## src/rtl/fifo_sync.sv

```systemverilog
// Single-clock parametrised FIFO with occupancy count, almost-full/empty thresholds and overflow/underflow pulses.
// Define FIFO_SYNC_FWFT_EN for first-word fall-through reads; default is a registered 1-cycle read.
module fifo_sync #(
  parameter int DATA_W   = 8,
  parameter int DEPTH    = 16,
  parameter int AF_LEVEL = DEPTH - 2,
  parameter int AE_LEVEL = 2
) (
  input  logic                     clk_i,
  input  logic                     rst_i,
  input  logic [DATA_W-1:0]        din_i,
  input  logic                     wr_en_i,
  input  logic                     rd_en_i,
  output logic [DATA_W-1:0]        dout_o,
  output logic                     valid_o,
  output logic                     full_o,
  output logic                     empty_o,
  output logic                     almost_full_o,
  output logic                     almost_empty_o,
  output logic [$clog2(DEPTH):0]   count_o,
  output logic                     overflow_o,
  output logic                     underflow_o
);

  localparam int PW = $clog2(DEPTH);
  localparam int CW = PW + 1;

  logic [DATA_W-1:0] mem [DEPTH];
  logic [PW-1:0]     wr_ptr;
  logic [PW-1:0]     rd_ptr;
  logic [CW-1:0]     count;
  logic              wr_acc;
  logic              rd_acc;

  // Flags come straight from the counter so they can never disagree with count_o.
  assign full_o         = (count == CW'(DEPTH));
  assign empty_o        = (count == '0);
  assign almost_full_o  = (count >= CW'(AF_LEVEL));
  assign almost_empty_o = (count <= CW'(AE_LEVEL));
  assign count_o        = count;

  assign wr_acc = wr_en_i & ~full_o;
  assign rd_acc = rd_en_i & ~empty_o;

  always_ff @(posedge clk_i) begin
    if (rst_i) begin
      wr_ptr      <= '0;
      rd_ptr      <= '0;
      count       <= '0;
      overflow_o  <= 1'b0;
      underflow_o <= 1'b0;
    end else begin
      overflow_o  <= wr_en_i & full_o;
      underflow_o <= rd_en_i & empty_o;
      if (wr_acc) wr_ptr <= wr_ptr + 1'b1;
      if (rd_acc) rd_ptr <= rd_ptr + 1'b1;
      case ({wr_acc, rd_acc})
        2'b10:   count <= count + 1'b1;
        2'b01:   count <= count - 1'b1;
        default: count <= count;
      endcase
    end
  end

  // Storage is deliberately not reset; the pointers alone define validity.
  always_ff @(posedge clk_i) begin
    if (!rst_i && wr_acc) mem[wr_ptr] <= din_i;
  end

`ifdef FIFO_SYNC_FWFT_EN
  assign dout_o  = mem[rd_ptr];
  assign valid_o = ~empty_o;
`else
  always_ff @(posedge clk_i) begin
    if (rst_i) begin
      dout_o  <= '0;
      valid_o <= 1'b0;
    end else begin
      valid_o <= rd_acc;
      if (rd_acc) dout_o <= mem[rd_ptr];
    end
  end
`endif

endmodule

```

## config.mk

```make
export PLATFORM = sky130hd
export DESIGN_NAME = fifo_sync
export DESIGN_NICKNAME = d
export VERILOG_FILES = /design/src/rtl/fifo_sync.sv
export SDC_FILE = /design/constraint.sdc
export NUM_CORES = 1
export LEC_CHECK = 0
export CAP_MARGIN = 10
export CORE_MARGIN = 1.5
export CORE_UTILIZATION = 53
export CTS_CLUSTER_SIZE = 25
export DETAILED_ROUTE_END_ITERATION = 16
export GPL_TIMING_DRIVEN = 0
export HOLD_SLACK_MARGIN = 0.05
export PLACE_DENSITY = 0.74
export SLEW_MARGIN = 20
export SYNTH_ARGS = -nofsm -noshare
export SYNTH_HDL_FRONTEND = slang
export SYNTH_SLANG_ARGS = --single-unit
```

## constraint.sdc

```tcl
create_clock -name clk_i -period 3 [get_ports clk_i]
set_clock_uncertainty 0.05 [all_clocks]
set_input_delay 0.45 -clock clk_i [delete_from_list [all_inputs] [get_ports clk_i]]
set_output_delay 0.45 -clock clk_i [all_outputs]
set_load 0.005 [all_outputs]
```

Fig. 1: run 1, supply network
Bar = 20 um. Pins as bars on the die edge.
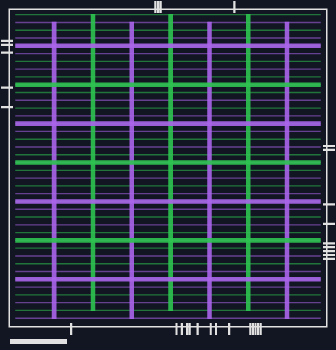
VSS -> purple
VDD -> green
met1 rails = 40
signal pins = 32
rows = 39
met4 straps = 7

Fig. 2: run 1, cell classes on the final placement
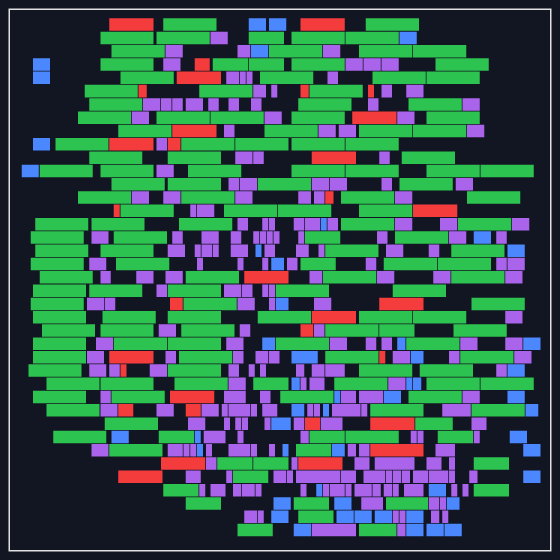
combinational and other logic -> purple  # cells 230, share of their area 25%
other buffers and delay cells -> blue  # cells 52, share of their area 6.2%
clock drivers and dummy loads -> red  # cells 32, share of their area 7.7%
flops -> green  # cells 152, share of their area 62%
cell area after layout: 0.00721 mm^2
core area: 0.0113 mm^2
row count: 39

==> flow_summary.toml, run 1 <==
# flow metrics
[outcome]
status = "finished, final reports clean"

[critical_path]
worst_r2r_path_depth = 10
r2r_slack_ns = 0.11
cp_cell_sequence = "or4_4, o21ai_4, inv_4, ha_4, ha_4, nor2b_4, o21ai_2, a21oi_1, or3b_1, mux2_2"
crit_top_cell = "ha_4"
cp_num_cells = 10
startpoint = "count_o[2]$_SDFFE_PP0P_"
cp-end-kind = "register"
slowest_delay_ns = 0.56

[cells_and_area]
n_all_inverters = 9
layout_top_cell = "edfxtp_1"
largest_register_ffs = 128
fillers = 835
area_delta_synth_final_pct = 17.9
seq_share_pct = 60.0
largest_class = "flip-flops and latches"
nets = 475
stdcell_count = 609
flop_area_mm2 = 0.00433
drive_gt1_share_pct = 13.3
layout_top_cells = "edfxtp_1 (128), mux2i_1 (65), nor2_1 (39)"
buffer_area_share_pct = 6.04
logic_gates = 221

[clock_tree]
cts_tree = "built"
cts_buffers = 17
clock_path_buffers = 2

[synth]
ys_top_cells_by_area = "edfxtp_1 (63%), mux2i_1 (11%), dfxtp_1 (7.9%), o22ai_1 (3.3%), nor2_1 (2.4%)"
ys_sh_mux_pct = 10.8
netlist_logic_family_top = "multiplexers"
yosys.area.top_type = "edfxtp_1"
netlist_instances = 403

[floorplanning]
fp.dieH_um = 110
die-area_mm2 = 0.0122

[timing]
final-hold-violation-count = 0
min_period_over_period_pct = 96.3

[routing]
route.vias.total = 3547
avgRoutedWirePerCell_um = 21.4

[pwr]
p_sw_share_pct = 26.5
power_leader = "sequential cells"
cellInternalPower_w = 0.00412
p_per_area_mw_per_mm2 = 777

[min_path]
min_to = "overflow_o$_SDFF_PP0_"

[placement]
placed_area_mm2 = 0.00661

[grt]
grt_usage_pct = 22.4
use_met2_pct = 36.9

[flow_run]
tool_warnings = 29
max-cap-violations = 0
Fig. 3: run 1, clock distribution
Bar = 20 um.
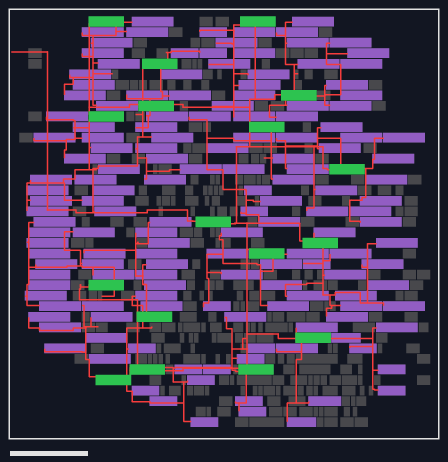
clock wires -> red  # length 1600 um
flip-flops -> purple  # count 152
clock drivers -> green  # count 17
flops lie = all over the die
routed clock nets = 18
Worst-Skew Late Latency: 0.42 ns
P_clk: 0.00195 W
clock share of power: 34.7%

==> run 2, diff against run 1 <==
--- a/config.mk
+++ b/config.mk
@@ -7,12 +7,13 @@
 export LEC_CHECK = 0
 export CAP_MARGIN = 10
 export CORE_MARGIN = 1.5
-export CORE_UTILIZATION = 53
+export CORE_UTILIZATION = 40
 export CTS_CLUSTER_SIZE = 25
 export DETAILED_ROUTE_END_ITERATION = 16
+export DONT_BUFFER_PORTS = 1
 export GPL_TIMING_DRIVEN = 0
 export HOLD_SLACK_MARGIN = 0.05
-export PLACE_DENSITY = 0.74
+export PLACE_DENSITY = 0.55
 export SLEW_MARGIN = 20
 export SYNTH_ARGS = -nofsm -noshare
 export SYNTH_HDL_FRONTEND = slang
Fig. 4: run 2, supply network
Bar = 50 um. Pins as bars on the die edge.
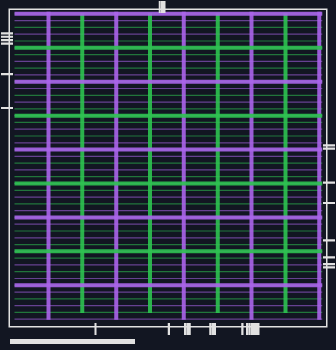
VSS -> purple
VDD -> green
met1 rails = 46
met5 straps = 9
core area: 0.0151 mm^2
die span in x: 127 um
VDD IR max: 0.417 mV
die height: 127 um

==> run 2 against run 1 <==
Against the previous run:
- largest power group unchanged
- utilization fell by 17 points
- critical path type unchanged
- area after synthesis did not move
- clock-buffer cell count unchanged
- fmax up 0.50%
- first-iteration DRC count fell by 10%
- sequential share of layout area rose by 1.6 points
- synthesized cell count unchanged
- register-to-register slack is essentially flat
- power decreased by 1.3%
- wire length grew 1.7%
- clock power grew 11%
==> flow_summary.toml, run 2 <==
# flow metrics
[timing]
min_period_over_period_pct = 95.8
fin_ws_ns = 0.125
final-hold-violation-count = 0

[critical_path]
crit_top_cell = "ha_4"
cp_num_cells = 10
worst_r2r_path_depth = 10
r2r_slack_ns = 0.13
slowest_delay_ns = 0.56
startpoint = "count_o[0]$_SDFFE_PP0P_"

[pwr]
cellInternalPower_w = 0.00410
power_leader = "sequential cells"
p_sw_share_pct = 25.8
clkPwrFrac_pct = 39.2

[cells_and_area]
drive_gt1_share_pct = 14.7
nets = 445
buffer_area_share_pct = 1.92
flop_area_mm2 = 0.00433
seq_share_pct = 61.7
fin_area_mm2 = 0.00703
largest_register_ffs = 128
area_delta_synth_final_pct = 14.9
n_all_inverters = 9
fillers = 1328
largest_class = "flip-flops and latches"
logic_gates = 221
layout_top_cells = "edfxtp_1 (128), mux2i_1 (65), nor2_1 (39)"

[routing]
route.vias.total = 3383
met2RoutedLength_um = 6390
avgRoutedWirePerCell_um = 21.3

[floorplanning]
die-area_mm2 = 0.0160
rows = 45

[outcome]
status = "finished, final reports clean"

[clock_tree]
insertion_delay_ns = 0.42
clock_path_buffers = 2
cts_tree = "built"

[min_path]
hp-start = "din_i[2]"
min_to = "mem[2][2]$_DFFE_PP_"

[grt]
grt_usage_pct = 17.7
use_met2_pct = 28.0

[placement]
placed_area_mm2 = 0.00635

[synth]
netlist_instances = 403
yosys.area.top_type = "edfxtp_1"
ys_sh_mux_pct = 10.8
ys_top_cells_by_area = "edfxtp_1 (63%), mux2i_1 (11%), dfxtp_1 (7.9%), o22ai_1 (3.3%), nor2_1 (2.4%)"
synth_top_area_share_pct = 62.8

[flow_run]
tool_warnings = 29
Fig. 5: run 2, clock routing
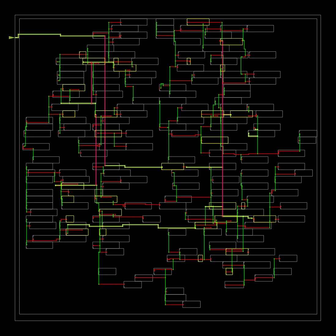
total clock buffers created by CTS: 17
clk sink count: 152
# clk buffers: 21
FF+latch count: 152

==> run 3, diff against run 2 <==
--- a/config.mk
+++ b/config.mk
@@ -7,13 +7,13 @@
 export LEC_CHECK = 0
 export CAP_MARGIN = 10
 export CORE_MARGIN = 1.5
-export CORE_UTILIZATION = 40
-export CTS_CLUSTER_SIZE = 25
+export CORE_UTILIZATION = 35
+export CTS_CLUSTER_SIZE = 30
 export DETAILED_ROUTE_END_ITERATION = 16
 export DONT_BUFFER_PORTS = 1
 export GPL_TIMING_DRIVEN = 0
 export HOLD_SLACK_MARGIN = 0.05
-export PLACE_DENSITY = 0.55
+export PLACE_DENSITY = 0.5
 export SLEW_MARGIN = 20
 export SYNTH_ARGS = -nofsm -noshare
 export SYNTH_HDL_FRONTEND = slang
Fig. 6: run 3, clock distribution
Bar = 50 um.
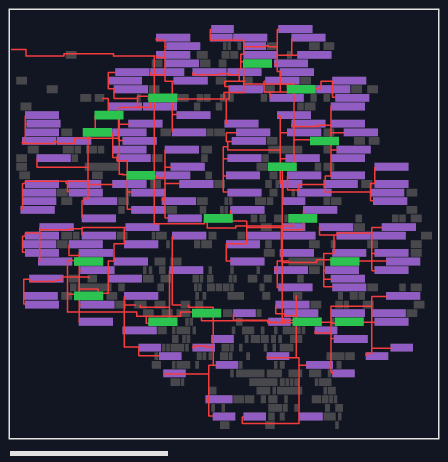
flip-flops -> purple  # count 152
clock wires -> red  # length 1790 um
clock drivers -> green  # count 17
routed clock nets = 18
P_clk: 0.00225 W
clock share of power: 40.1%

==> run 3 against run 2 <==
Against the previous run:
- sequential power barely moved
- fmax up 0.92%
- highest routed layer unchanged
- clock power increased by 4%
- wire length up 4.5%
- critical path type unchanged
- cell area increased by 2.8%
- largest cell class unchanged
- combinational power hardly changed
- die area is 14% higher
- critical endpoint unchanged
- power up 1.8%
- final cell count increased by 8.0%
==> flow_summary.toml, run 3 <==
# flow metrics
[synth]
netlist_instances = 403
yosys.area.top_type = "edfxtp_1"
ys_top_cells_by_area = "edfxtp_1 (63%), mux2i_1 (11%), dfxtp_1 (7.9%), o22ai_1 (3.3%), nor2_1 (2.4%)"

[clock_tree]
insertion_delay_ns = 0.42
clock_path_buffers = 2

[flow_run]
tool_warnings = 29

[pwr]
power_leader = "sequential cells"
irDropWorstVdd_mv = 0.448

[routing]
route.vias.total = 3429
met2RoutedLength_um = 6680
avgRoutedWirePerCell_um = 20.6

[floorplanning]
die-area_mm2 = 0.0183
fp.dieH_um = 135
die_x_um = 135

[cells_and_area]
seq_share_pct = 60.0
n_all_inverters = 9
fin_area_mm2 = 0.00723
nFlopsAndLatches = 152
flop_area_mm2 = 0.00433
logic_gates = 221
buffer_area_share_pct = 3.67
largest_class = "flip-flops and latches"
fillers = 1592

[critical_path]
cp_num_cells = 11
crit_top_cell = "inv_2"
worst_r2r_path_depth = 11
startpoint = "count_o[0]$_SDFFE_PP0P_"
slowest_delay_ns = 0.56
r2r_slack_ns = 0.15

[outcome]
status = "finished, final reports clean"

[timing]
final-hold-violation-count = 0
fin_ws_ns = 0.151

[placement]
placed_area_mm2 = 0.00641

[grt]
use_met2_pct = 25.4

[min_path]
min_to = "mem[10][1]$_DFFE_PP_"
Fig. 7: run 3, clock routing
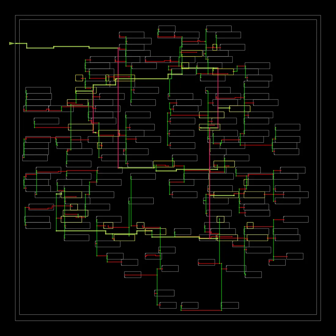
# clk buffers: 17


==> gallery <==
Routed metal, one colour a layer.
(a)
Bar = 20 um.
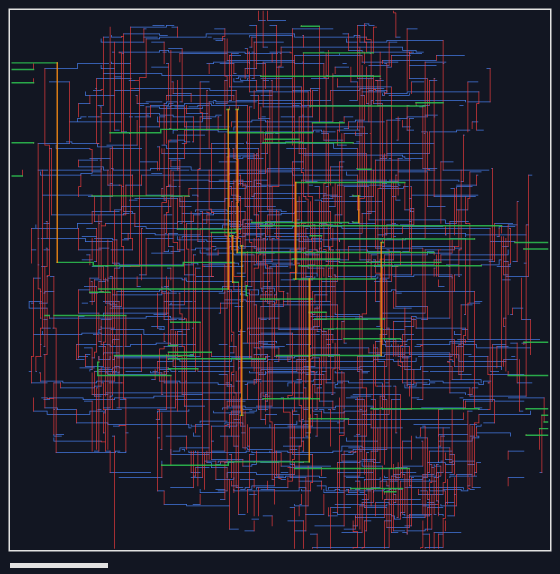
(b)
Bar = 50 um.
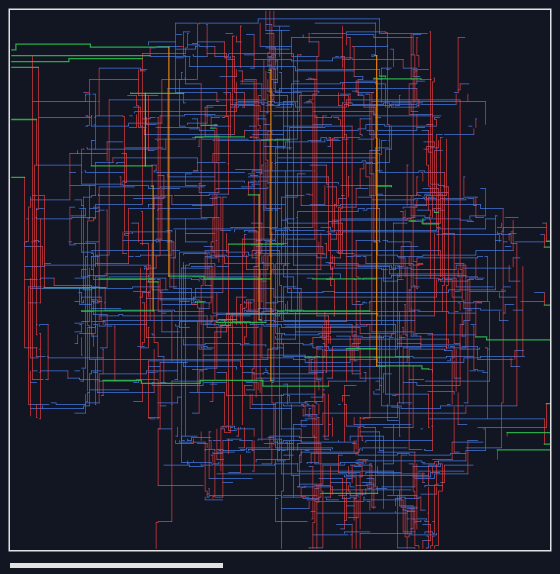
| from | picture |
|---|---|
| run 2 | (b) |
| run 1 | (a) |
Of these, largest die: (b)

Power figures rest on the tool's default switching activity, not on a simulated workload.
